## config.mk

```make
export PLATFORM = sky130hd
export DESIGN_NAME = display_write
export DESIGN_NICKNAME = d
export VERILOG_FILES = /design/src/rtl/display_write.sv
export SDC_FILE = /design/constraint.sdc
export NUM_CORES = 1
export LEC_CHECK = 0
export ABC_CLOCK_PERIOD_IN_PS = 6250
export CORE_AREA = 5 5 101 93
export CTS_CLUSTER_SIZE = 10
export DETAILED_ROUTE_END_ITERATION = 8
export DIE_AREA = 0 0 106 98
export PLACE_DENSITY_LB_ADDON = 0.05
export SLEW_MARGIN = 20
export SYNTH_ARGS = -nofsm -noshare
export SYNTH_HDL_FRONTEND = slang
export SYNTH_SLANG_ARGS = --single-unit
export TNS_END_PERCENT = 5
```

## constraint.sdc

```tcl
create_clock -name clk_hf -period 6.25 [get_ports clk_hf]
set_input_delay 1.25 -clock clk_hf [delete_from_list [all_inputs] [get_ports clk_hf]]
set_output_delay 1.25 -clock clk_hf [all_outputs]
set_load 0.02 [all_outputs]
```

## src/rtl/display_write.sv

```systemverilog
// Signed 14-bit result to 4-digit multiplexed 7-segment display via serial double-dabble.
// Latency: load at cycle N, display registers updated at the end of cycle N+16; seg follows one cycle later.
// Backpressure: busy is high while converting; a load arriving while busy is dropped.
module display_write #(
    parameter logic [15:0] SCAN_DIV = 16'd1000
) (
    input  logic        clk_hf,
    input  logic        rst,
    input  logic        load,
    input  logic        neg,
    input  logic [13:0] value,
    output logic        busy,
    output logic [3:0]  an,
    output logic [6:0]  seg
);

    typedef enum logic [1:0] {IDLE, CONV, COMMIT} state_t;

    state_t      state, state_nxt;
    logic [15:0] bcd, bcd_nxt, bcd_adj;
    logic [13:0] bin, bin_nxt;
    logic [13:0] op_val;
    logic        op_neg;
    logic [3:0]  cnt, cnt_nxt;
    logic        cap, commit, ovf;

    logic [15:0] disp_bcd;
    logic        disp_neg, disp_ovf;

    logic [15:0] scan_cnt;
    logic [1:0]  idx, idx_nxt, msd;
    logic        wrap, show_minus;
    logic [3:0]  nib;
    logic [6:0]  seg_nxt;

    function automatic logic [6:0] seg_of(input logic [3:0] d);
        case (d)
            4'd0:    seg_of = 7'h3F;
            4'd1:    seg_of = 7'h06;
            4'd2:    seg_of = 7'h5B;
            4'd3:    seg_of = 7'h4F;
            4'd4:    seg_of = 7'h66;
            4'd5:    seg_of = 7'h6D;
            4'd6:    seg_of = 7'h7D;
            4'd7:    seg_of = 7'h07;
            4'd8:    seg_of = 7'h7F;
            4'd9:    seg_of = 7'h6F;
            default: seg_of = 7'h00;
        endcase
    endfunction

    always_comb begin
        bcd_adj = bcd;
        for (int k = 0; k < 4; k++) begin
            if (bcd[k*4 +: 4] >= 4'd5)
                bcd_adj[k*4 +: 4] = bcd[k*4 +: 4] + 4'd3;
        end
    end

    // Counter reaching zero spends one extra CONV cycle before COMMIT, giving the 16-cycle busy window.
    always_comb begin
        state_nxt = state;
        bcd_nxt   = bcd;
        bin_nxt   = bin;
        cnt_nxt   = cnt;
        cap       = 1'b0;
        commit    = 1'b0;
        case (state)
            IDLE: begin
                if (load) begin
                    cap       = 1'b1;
                    bcd_nxt   = '0;
                    bin_nxt   = value;
                    cnt_nxt   = 4'd14;
                    state_nxt = CONV;
                end
            end
            CONV: begin
                if (cnt == 4'd0) begin
                    state_nxt = COMMIT;
                end else begin
                    bcd_nxt = {bcd_adj[14:0], bin[13]};
                    bin_nxt = {bin[12:0], 1'b0};
                    cnt_nxt = cnt - 4'd1;
                end
            end
            COMMIT: begin
                commit    = 1'b1;
                state_nxt = IDLE;
            end
            default: state_nxt = IDLE;
        endcase
    end

    assign busy = (state != IDLE);
    assign ovf  = (op_val > 14'd9999) || (op_neg && (op_val > 14'd999));

    always_ff @(posedge clk_hf or negedge rst) begin
        if (!rst) begin
            state    <= IDLE;
            bcd      <= '0;
            bin      <= '0;
            cnt      <= '0;
            op_val   <= '0;
            op_neg   <= 1'b0;
            disp_bcd <= '0;
            disp_neg <= 1'b0;
            disp_ovf <= 1'b0;
        end else begin
            state <= state_nxt;
            bcd   <= bcd_nxt;
            bin   <= bin_nxt;
            cnt   <= cnt_nxt;
            if (cap) begin
                op_val <= value;
                op_neg <= neg;
            end
            if (commit) begin
                disp_bcd <= bcd;
                disp_neg <= op_neg;
                disp_ovf <= ovf;
            end
        end
    end

    assign wrap    = (scan_cnt == SCAN_DIV - 16'd1);
    assign idx_nxt = wrap ? idx + 2'd1 : idx;

    always_comb begin
        if (disp_bcd[15:12] != 4'd0)      msd = 2'd3;
        else if (disp_bcd[11:8] != 4'd0)  msd = 2'd2;
        else if (disp_bcd[7:4] != 4'd0)   msd = 2'd1;
        else                              msd = 2'd0;
    end

    assign show_minus = disp_neg && !disp_ovf && (disp_bcd != 16'd0);
    assign nib        = disp_bcd[{idx_nxt, 2'b00} +: 4];

    // Segment code is computed for the index being entered so an and seg switch on the same edge.
    always_comb begin
        seg_nxt = 7'h00;
        if (disp_ovf) begin
            if (idx_nxt == 2'd0)
                seg_nxt = 7'h79;
        end else if (idx_nxt <= msd) begin
            seg_nxt = seg_of(nib);
        end else if (show_minus && ({1'b0, idx_nxt} == {1'b0, msd} + 3'd1)) begin
            seg_nxt = 7'h40;
        end
    end

    always_ff @(posedge clk_hf or negedge rst) begin
        if (!rst) begin
            scan_cnt <= '0;
            idx      <= '0;
            an       <= 4'b0001;
            seg      <= 7'h3F;
        end else begin
            scan_cnt <= wrap ? 16'd0 : scan_cnt + 16'd1;
            idx      <= idx_nxt;
            an       <= 4'b0001 << idx_nxt;
            seg      <= seg_nxt;
        end
    end

endmodule

```

Run 1, supply network:
Scale: 4 px per µm. Pins as bars on the die edge.
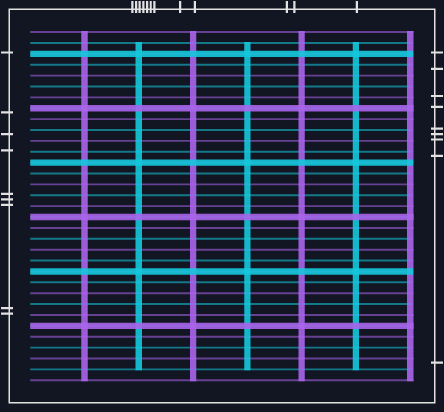
Cyan is VDD. Purple is VSS.
7 straps on met4. 33 met1 rails follow the rows. 30 signal pins sit on the boundary.

Run 1, gate families picked out:
Scale: 2 px per µm.
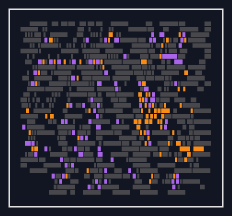
Orange is nor cells, cells 77, most used nor2_1. Purple is aoi and oai cells, cells 80, most used o21ai_0.

==> impl_metrics.py, run 1 <==
# Physical implementation metrics
metrics = {
    "outcome": {
        "outcome": "completed",
    },
    "power_and_ir_drop": {
        "p_total_mw": 2.44,
    },
    "layout": {
        "flop_area_mm2": 0.00239,
        "mostFrequentLayoutCell": "nand2_1",
        "clockBufferCount": 13,
        "comb_share_pct": 40.8,
        "fin_nets": 558,
        "logic_gates": 364,
    },
    "grt": {
        "grtUsageTotal_pct": 19.5,
        "use_met3_pct": 4.82,
        "grtUsageMet1_pct": 26.2,
    },
    "detailed_routing": {
        "drt_pre_antenna_iters": 4,
        "num_vias": 3507,
    },
    "final_timing": {
        "setup_viol": 0,
        "whs_ps": 486,
        "tightest_slew_ps": 973,
    },
    "die": {
        "initCoreUtil_pct": 56.6,
        "die_w_um": 106,
    },
    "cts": {
        "cts_htree_levels": 3,
        "clkTransAtPathRegs_ps": 90,
    },
    "logic_synthesis": {
        "ys_cells": 503,
        "mux_share_pct": 3.11,
        "fp_nets": 538,
    },
    "critical_path": {
        "reg2reg_depth": 11,
    },
}
Run 1, routed metal, one color a layer:
Scale: 4 px per µm.
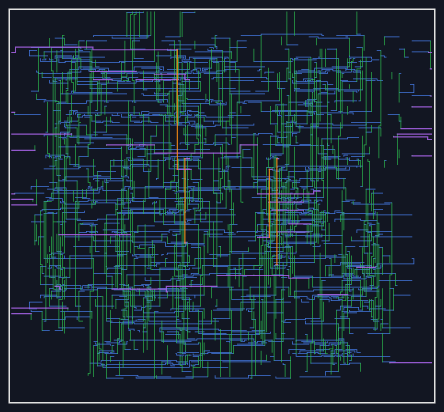
Orange is M4, wire length 94.5 µm. Blue is M1, wire length 4480 µm. Purple is M3, wire length 359 µm. Green is M2, wire length 4450 µm.

--- run 2 (diff from run 1) ---
ABC_CLOCK_PERIOD_IN_PS = 3500   (was 6250)
clock period = 3.5 ns   (was 6.25 ns; I/O delays follow)
Run 2, gate families picked out:
Scale: 2 px per µm.
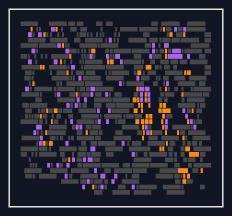
Purple is aoi and oai cells, cells 80, most used o21ai_0, where widely spread. Orange is nor cells, cells 77, most used nor2_1.

Run 2, supply network:
Scale: 4 px per µm. Pins as bars on the die edge.
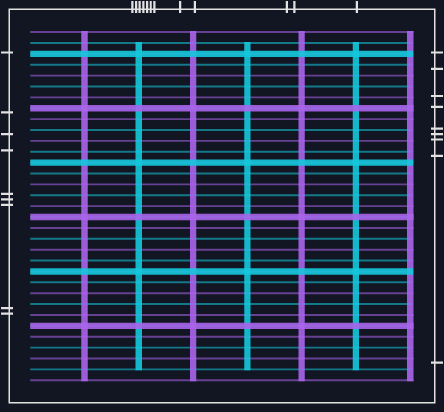
Purple is VSS. Cyan is VDD.
6 straps on met5. 7 straps on met4.

==> run 2 against run 1 <==
Against the previous run: combinational power grew 88%; sequential cell count is the same; area after synthesis is the same; core utilization grew 0.86 points; largest cell class unchanged; largest power group unchanged; highest routed layer unchanged.
==> impl_metrics.py, run 2 <==
# Physical implementation metrics
metrics = {
    "detailed_routing": {
        "num_vias": 3534,
        "drt_pre_antenna_iters": 4,
    },
    "die": {
        "die_w_um": 106,
        "core_mm2": 0.00833,
        "initCoreUtil_pct": 56.6,
    },
    "critical_path": {
        "cp_common_cell": "a21o_1",
        "reg2reg_depth": 11,
    },
    "logic_synthesis": {
        "fp_nets": 538,
        "mux_share_pct": 3.11,
        "ys_cells": 503,
    },
    "final_timing": {
        "tightest_slew_ps": 939,
        "setup_viol": 0,
    },
    "layout": {
        "layout.cells.most_common_list": "nand2_1, dfrtp_1, nor2_1, o21ai_0, clkdlybuf4s50_1",
        "flop_area_mm2": 0.00239,
        "fin_nets": 565,
        "clockBufferCount": 11,
        "top_area_cell_class": "registers",
        "mostFrequentLayoutCell": "nand2_1",
    },
    "cts": {
        "cts_htree_levels": 3,
        "clkTransAtPathRegs_ps": 90,
    },
    "outcome": {
        "outcome": "completed",
    },
    "grt": {
        "grtUsageTotal_pct": 19.5,
        "grtUsageMet1_pct": 26.0,
        "use_met3_pct": 4.49,
    },
}
--- run 3 (diff from run 2) ---
SLEW_MARGIN = not set   (was 20)
Run 3, clock network drawn from the DEF:
Scale: 2 px per µm.
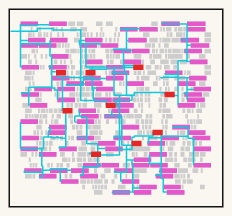
Red is clock-net drivers, count 9. Magenta is flip-flops, count 95. Cyan is clock wires, length 1070 µm.
Position of the flops: widely spread. There are 10 routed clock nets.

Run 3, supply network:
Scale: 4 px per µm. Pins as bars on the die edge.
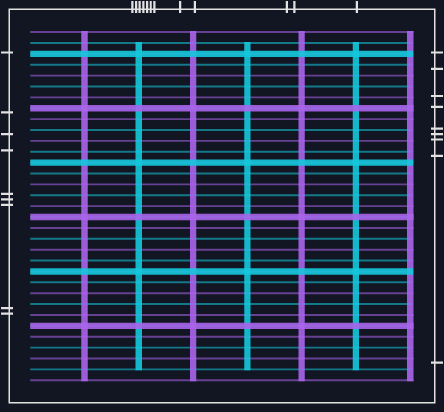
Purple is VSS. Cyan is VDD.
30 signal pins sit on the boundary. 6 straps on met5.

==> run 3 against run 2 <==
Against the previous run: synthesized cell count stayed put; setup slack unchanged; wire length did not move; fmax unchanged; sequential share of layout area stayed put; highest routed layer unchanged; register-to-register slack barely moved; clock power about the same; core utilization is the same; critical path type unchanged; total power did not move.
==> impl_metrics.py, run 3 <==
# Physical implementation metrics
metrics = {
    "critical_path": {
        "reg2reg_depth": 11,
        "rrSetupSlack_ps": 480,
        "path_class": "reg -> reg",
        "worst-path-stages": 11,
        "critPathLaunchType": "register",
        "cp_common_cell": "a21o_1",
    },
    "die": {
        "core_mm2": 0.00833,
        "die_w_um": 106,
        "initCoreUtil_pct": 56.6,
    },
    "detailed_routing": {
        "drcViolationCount": 0,
        "num_vias": 3534,
        "wl_um": 9380,
        "drt_pre_antenna_iters": 4,
    },
    "layout": {
        "flop_area_mm2": 0.00239,
        "buffer_area_share_pct": 6.76,
        "fin_nets": 565,
        "comb_share_pct": 40.3,
        "top_area_cell_class": "registers",
        "flops": 95,
        "layout.cells.most_common_list": "nand2_1, dfrtp_1, nor2_1, o21ai_0, clkdlybuf4s50_1",
        "clockBufferCount": 11,
        "mostFrequentLayoutCell": "nand2_1",
    },
    "logic_synthesis": {
        "fp_nets": 538,
        "ys.flop_type": "dfrtp_1",
        "yosys.area.top_type_share_pct": 46.7,
        "ys_cells": 503,
        "synth_area_mm2": 0.00471,
        "yosysChipArea_mm2": 0.00471,
        "xor_share_pct": 4.43,
        "postSynthSeqShare_pct": 50.6,
        "mux_share_pct": 3.11,
    },
    "final_timing": {
        "tightest_slew_ps": 939,
        "final.setup_skew_ps": 12.0,
        "whs_ps": 365,
        "setup_viol": 0,
        "layout_setup_ws_ps": 482,
    },
    "power_and_ir_drop": {
        "comb-power_mw": 1.92,
    },
    "outcome": {
        "outcome": "completed",
    },
    "cts": {
        "cts_htree_levels": 3,
        "cts-root-buf": "clkbuf_8",
        "clkTransAtPathRegs_ps": 90,
    },
    "placement": {
        "hpwl_um": 6700,
        "pre_cts_ws_ps": 522,
    },
    "grt": {
        "grtUsageTotal_pct": 19.5,
        "use_met3_pct": 4.49,
        "grtUsageMet1_pct": 26.0,
    },
    "flow_run": {
        "maxCapViolCount": 0,
    },
}
Power figures rest on the tool's default switching activity, not on a simulated workload.
